Figure 1. Routed metal, one color a layer.
Scale bar: 20 µm. Two of the layers only.
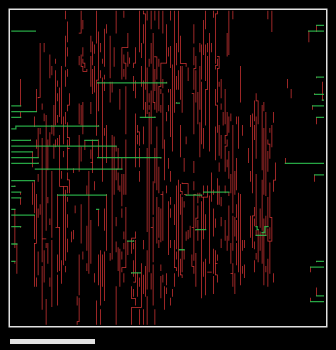
Figure 2. Sequential cells grouped by signal name.
Scale bar: 20 µm. Other sequential cells in the stronger gray, the rest of the logic in the fainter gray.
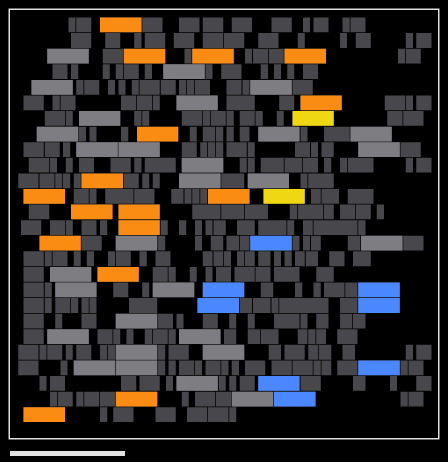
Figure 3. Cells colored by class.
Scale bar: 20 µm. Fill, decap, tap and diode cells in gray.
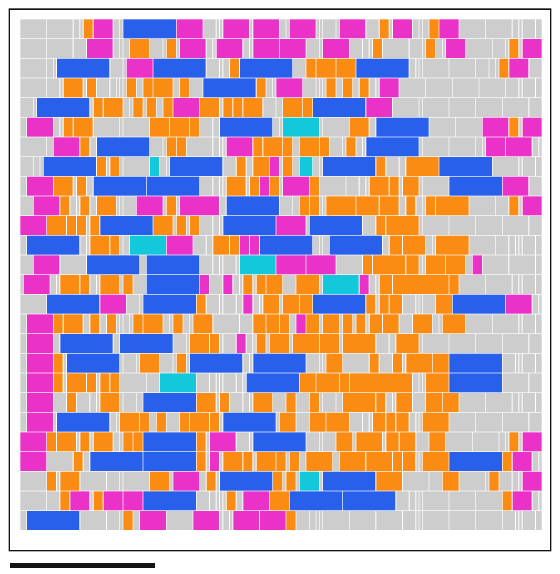
Figure 4. Placement density heat map.
The die is cut into 7 by 7 equal tiles; black is low, pale yellow is high, 0 to 100% covered.
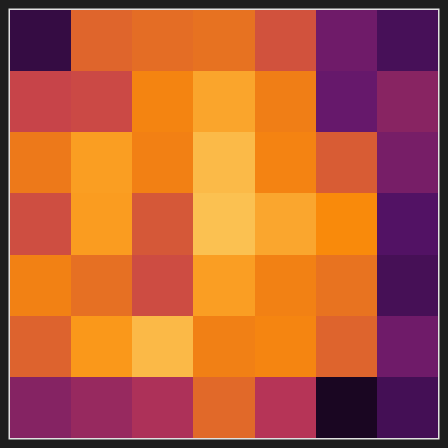
File: src/rtl/dn_route_ctrl_if.sv
// Configuration handshake and router-control bundle for dn_route_ctrl.
// The slave modport is the sequencer; the master modport is the configuration source.
interface dn_route_ctrl_if #(
  parameter int NUM_ROUTERS = 8,
  parameter int CNT_W       = 8
);
  logic                     cfg_valid;
  logic                     cfg_ready;
  logic [2*NUM_ROUTERS-1:0] cfg_route;
  logic [CNT_W-1:0]         cfg_len;
  logic                     set_en;
  logic                     route_en;
  logic [2*NUM_ROUTERS-1:0] route_signal;
  logic                     busy;
  logic                     done;
  logic [15:0]              stat_cnt;

  modport master (
    output cfg_valid, cfg_route, cfg_len,
    input  cfg_ready, set_en, route_en, route_signal, busy, done, stat_cnt
  );

  modport slave (
    input  cfg_valid, cfg_route, cfg_len,
    output cfg_ready, set_en, route_en, route_signal, busy, done, stat_cnt
  );
endinterface

File: src/rtl/dn_route_ctrl.sv
// Route sequencer for a bank of dn_router instances: one-entry shadow, ROUTE for len cycles, DRAIN.
// Optional completed-configuration counter enabled by defining DN_ROUTE_CTRL_STATS_EN.
module dn_route_ctrl #(
  parameter int NUM_ROUTERS = 8,
  parameter int NUM_LEVELS  = 3,
  parameter int CNT_W       = 8
) (
  input  logic          clk,
  input  logic          reset_n,
  dn_route_ctrl_if.slave bus
);
  localparam int RW = 2 * NUM_ROUTERS;
  localparam logic [CNT_W-1:0] DRAIN_LEN = CNT_W'(NUM_LEVELS);
  localparam logic [CNT_W-1:0] CNT_ONE   = CNT_W'(1);

  typedef enum logic [1:0] {
    IDLE  = 2'd0,
    ROUTE = 2'd1,
    DRAIN = 2'd2
  } state_t;

  state_t          state_q, state_d;
  logic [CNT_W-1:0] cnt_q, cnt_d;
  logic            shadow_full_q, shadow_full_d;
  logic [RW-1:0]   shadow_route_q, shadow_route_d;
  logic [CNT_W-1:0] shadow_len_q, shadow_len_d;
  logic            cfg_ready_q, cfg_ready_d;
  logic            set_en_q, set_en_d;
  logic            route_en_q, route_en_d;
  logic [RW-1:0]   route_signal_q, route_signal_d;
  logic            busy_q, busy_d;
  logic            done_q, done_d;
  logic            xfer;
  logic            load;

  // cfg_ready_q always mirrors ~shadow_full_q, so it alone qualifies a transfer
  assign xfer = bus.cfg_valid && cfg_ready_q;

  always_comb begin
    state_d        = state_q;
    cnt_d          = cnt_q;
    route_signal_d = route_signal_q;
    load           = 1'b0;
    done_d         = 1'b0;

    case (state_q)
      IDLE: begin
        if (shadow_full_q) begin
          load = 1'b1;
        end
      end
      ROUTE: begin
        if (cnt_q == CNT_ONE) begin
          state_d = DRAIN;
          cnt_d   = DRAIN_LEN;
        end else begin
          cnt_d = cnt_q - CNT_ONE;
        end
      end
      DRAIN: begin
        if (cnt_q == CNT_ONE) begin
          done_d = 1'b1;
          if (shadow_full_q) begin
            load = 1'b1;
          end else begin
            state_d = IDLE;
          end
        end else begin
          cnt_d = cnt_q - CNT_ONE;
        end
      end
      default: begin
        state_d = IDLE;
        cnt_d   = '0;
      end
    endcase

    // A zero-length configuration skips ROUTE but still presents its route while draining
    if (load) begin
      route_signal_d = shadow_route_q;
      if (shadow_len_q == '0) begin
        state_d = DRAIN;
        cnt_d   = DRAIN_LEN;
      end else begin
        state_d = ROUTE;
        cnt_d   = shadow_len_q;
      end
    end

    set_en_d   = (state_d == ROUTE);
    route_en_d = (state_d == ROUTE);
    busy_d     = (state_d != IDLE);
  end

  always_comb begin
    shadow_route_d = shadow_route_q;
    shadow_len_d   = shadow_len_q;
    shadow_full_d  = xfer | (shadow_full_q & ~load);
    if (xfer) begin
      shadow_route_d = bus.cfg_route;
      shadow_len_d   = bus.cfg_len;
    end
    cfg_ready_d = ~shadow_full_d;
  end

  always_ff @(posedge clk) begin
    if (!reset_n) begin
      state_q        <= IDLE;
      cnt_q          <= '0;
      shadow_full_q  <= 1'b0;
      shadow_route_q <= '0;
      shadow_len_q   <= '0;
      cfg_ready_q    <= 1'b1;
      set_en_q       <= 1'b0;
      route_en_q     <= 1'b0;
      route_signal_q <= '0;
      busy_q         <= 1'b0;
      done_q         <= 1'b0;
    end else begin
      state_q        <= state_d;
      cnt_q          <= cnt_d;
      shadow_full_q  <= shadow_full_d;
      shadow_route_q <= shadow_route_d;
      shadow_len_q   <= shadow_len_d;
      cfg_ready_q    <= cfg_ready_d;
      set_en_q       <= set_en_d;
      route_en_q     <= route_en_d;
      route_signal_q <= route_signal_d;
      busy_q         <= busy_d;
      done_q         <= done_d;
    end
  end

  assign bus.cfg_ready = cfg_ready_q;
  assign bus.set_en    = set_en_q;
  assign bus.route_en  = route_en_q;
  assign bus.busy      = busy_q;
  assign bus.done      = done_q;

  // Each router owns a 2-bit slice of the active route
  for (genvar gi = 0; gi < NUM_ROUTERS; gi++) begin : g_router
    assign bus.route_signal[2*gi +: 2] = route_signal_q[2*gi +: 2];
  end

`ifdef DN_ROUTE_CTRL_STATS_EN
  logic [15:0] stat_cnt_q, stat_cnt_d;

  always_comb begin
    stat_cnt_d = stat_cnt_q;
    if (done_d) begin
      stat_cnt_d = stat_cnt_q + 16'd1;
    end
  end

  always_ff @(posedge clk) begin
    if (!reset_n) begin
      stat_cnt_q <= '0;
    end else begin
      stat_cnt_q <= stat_cnt_d;
    end
  end

  assign bus.stat_cnt = stat_cnt_q;
`else
  assign bus.stat_cnt = 16'h0000;
`endif

endmodule
File: src/flat_wrapper.sv
// flat-port wrapper written by rule: the top's interface ports become plain ports
module dn_route_ctrl_flat 
#(
  parameter int NUM_ROUTERS = 8,
  parameter int NUM_LEVELS  = 3,
  parameter int CNT_W       = 8
)
  (clk, reset_n, bus_cfg_valid, bus_cfg_route, bus_cfg_len, bus_cfg_ready, bus_set_en, bus_route_en, bus_route_signal, bus_busy, bus_done, bus_stat_cnt);
  dn_route_ctrl_if #(.NUM_ROUTERS(NUM_ROUTERS), .CNT_W(CNT_W)) bus_i ();
  input  logic clk;
  input  logic reset_n;
  input wire logic [$bits(bus_i.cfg_valid)-1:0] bus_cfg_valid;
  input wire logic [$bits(bus_i.cfg_route)-1:0] bus_cfg_route;
  input wire logic [$bits(bus_i.cfg_len)-1:0] bus_cfg_len;
  output wire logic [$bits(bus_i.cfg_ready)-1:0] bus_cfg_ready;
  output wire logic [$bits(bus_i.set_en)-1:0] bus_set_en;
  output wire logic [$bits(bus_i.route_en)-1:0] bus_route_en;
  output wire logic [$bits(bus_i.route_signal)-1:0] bus_route_signal;
  output wire logic [$bits(bus_i.busy)-1:0] bus_busy;
  output wire logic [$bits(bus_i.done)-1:0] bus_done;
  output wire logic [$bits(bus_i.stat_cnt)-1:0] bus_stat_cnt;
  assign bus_i.cfg_valid = bus_cfg_valid;
  assign bus_i.cfg_route = bus_cfg_route;
  assign bus_i.cfg_len = bus_cfg_len;
  assign bus_cfg_ready = bus_i.cfg_ready;
  assign bus_set_en = bus_i.set_en;
  assign bus_route_en = bus_i.route_en;
  assign bus_route_signal = bus_i.route_signal;
  assign bus_busy = bus_i.busy;
  assign bus_done = bus_i.done;
  assign bus_stat_cnt = bus_i.stat_cnt;
  dn_route_ctrl #(.NUM_ROUTERS(NUM_ROUTERS), .NUM_LEVELS(NUM_LEVELS), .CNT_W(CNT_W)) u_core (.clk(clk), .reset_n(reset_n), .bus(bus_i));
endmodule
File: config.mk
export PLATFORM = sky130hd
export DESIGN_NAME = dn_route_ctrl_flat
export DESIGN_NICKNAME = d
export VERILOG_FILES = /design/src/rtl/dn_route_ctrl_if.sv /design/src/rtl/dn_route_ctrl.sv /design/src/flat_wrapper.sv
export SDC_FILE = /design/constraint.sdc
export NUM_CORES = 1
export LEC_CHECK = 0
export CAP_MARGIN = 20
export CORE_MARGIN = 1
export CORE_UTILIZATION = 49
export CTS_CLUSTER_DIAMETER = 200
export DETAILED_ROUTE_END_ITERATION = 16
export GPL_TIMING_DRIVEN = 0
export PLACE_DENSITY = 0.79
export SYNTH_ARGS = -nofsm -noshare
export SYNTH_HDL_FRONTEND = slang
export SYNTH_SLANG_ARGS = --single-unit
File: constraint.sdc
create_clock -name clk -period 2.4 [get_ports clk]
set_input_delay 0.72 -clock clk [delete_from_list [all_inputs] [get_ports clk]]
set_output_delay 0.72 -clock clk [all_outputs]
set_load 0.02 [all_outputs]
==> impl_metrics.ini <==
; physical design summary
[outcome]
run_status = finished, final reports clean

[power]
p_switching_w = 0.000522
top_power_group = registers
power_combinational_w = 0.000365
power_density_mw_per_mm2 = 566
peakVddDrop_v = 0.000422
intPower_w = 0.00133

[final_layout]
fin_nets = 406
buffers = 79
largestClassByArea = combinational gates
ff_count = 55
nonClockInverterCount = 7
area_delta_synth_final_pct = 26.6
nFillCells = 453
comb_share_pct = 39.5
mostFrequentLayoutCell = nand2_1

[routing]
ant_nets = 0
wl_um = 5510

[synthesis]
synth_flops = 55
netlist_area_mm2 = 0.00259
top_cell_area_share_pct = 42.5
syn_inst = 305
syn_avg_cell_area_um2 = 8.49

[grt]
grt_pass1_wl_um = 8990
grt.total_usage_pct = 21.5
antenna_found_initial = 0
grt.overflow.total = 0
grt_max_degree = 17

[final_timing]
min_period_ns = 2.10
clock_skew_ns = 0.00402
setup_slack_ns = 0.301

[clock_tree]
root_buffer = clkbuf_8
cts.path.max_buffers = 2
cts_inserted_buffers = 5

[floorplan]
io_pins = 64
die_w_um = 74.7

[placement]
place_ws_ns = 0.00294

[worst_setup_path]
cp_slowest_cell = clkdlybuf4s50_1
crit_family = buffers and inverters
slowest_delay_ns = 0.49
r2r_setup_slack_ns = 0.45
rr_endpoint = u_core.state_q[1]$_SDFF_PN0_
Back to the opening pictures, Figure 1:
legend:
  red:
    layer: metal 2
    wire_length: 2720 µm
  green:
    layer: metal 3
    wire_length: 230 µm

Back to the opening pictures, Figure 2:
legend:
  orange:
    signal: u_core.bus.route_signal
    flops: 16
  yellow:
    signal: u_core.state_q
    flops: 2
  blue:
    signal: u_core.cnt_q
    flops: 8

Back to the opening pictures, Figure 3:
legend:
  magenta:
    class: other buffers and delay cells
    cells: 79
  blue:
    class: flops
    cells: 55
  orange:
    class: combinational and other logic
    cells: 232
  cyan:
    class: clock drivers and dummy loads
    cells: 8
post-route cell area: 0.00328 mm²
final core utilization: 64.2%
Placeable Area: 0.00511 mm²
Seq/total area: 33.6%
Row Count: 26

Back to the opening pictures, Figure 4:
mean over tiles: 57%
fullest tile: 87%
tiles over 75% full: 18%
Pre-Place Util: 50.7%

logic make-up (layout without fill, tap and decap cells):
kind of cell | after synthesis | count (layout) | share of synthesized area (%)
buf+inv | 40 | 94 | 9.57
fa+ha+maj | 6 | 6 | 2.90
mux | 8 | 8 | 3.09
compound gates | 66 | 66 | 19.1
simple gates | 127 | 127 | 21.9
xor+xnor | 2 | 2 | 0.677
flops | 55 | 55 | 42.5
other cells | 1 | 16 | 0.145
cells in the mapped netlist, types with 2 or more instances:
cell type   n
a21boi_0   31
a21boi_1    9
a21oi_1     5
and2_1      6
buf_4      17
buf_6       3
clkbuf_1   12
dfxtp_1    55
ha_1        6
inv_1       7
mux2i_1     8
nand2_1    90
nand2b_1    3
nand3_1     3
nor2_1     10
nor3_1      3
nor3b_1     2
nor4_1      3
o21a_1      3
o21ai_0     2
o22ai_1     6
o31a_1      2
routing by layer:
layer	track usage [%]	vias to the layer above	wire [µm]
met5	0	-	0
met4	8.39	0	133
met3	4.82	10	229
met2	36.1	58	2720
met1	26.9	992	2430
li1	-	1112	-
through the flow:
step / util [%] / hold WS, ns / cells / total power [W]
after detailed placement: 62.5 / 0.448 / 436 / 0.00137
final: 64.2 / 0.458 / 444 / 0.00186
after global placement: 62.5 / 0.435 / 436 / 0.00136
after CTS: 64.2 / 0.459 / 444 / 0.00186
after floorplan: - / 0.431 / 320 / 0.00125
after global routing: 64.2 / 0.487 / 444 / 0.00195
registers in the layout (all words and copies together), names as in the netlist:
signal,count
u_core.bus.done,1
u_core.bus.cfg_ready,1
u_core.bus.route_signal,16
u_core.shadow_full_q,1
u_core.cnt_q,8
u_core.shadow_len_q,8
u_core.shadow_route_q,16
u_core.bus.set_en,1
u_core.state_q,2
u_core.bus.busy,1
Power figures rest on the tool's default switching activity, not on a simulated workload.
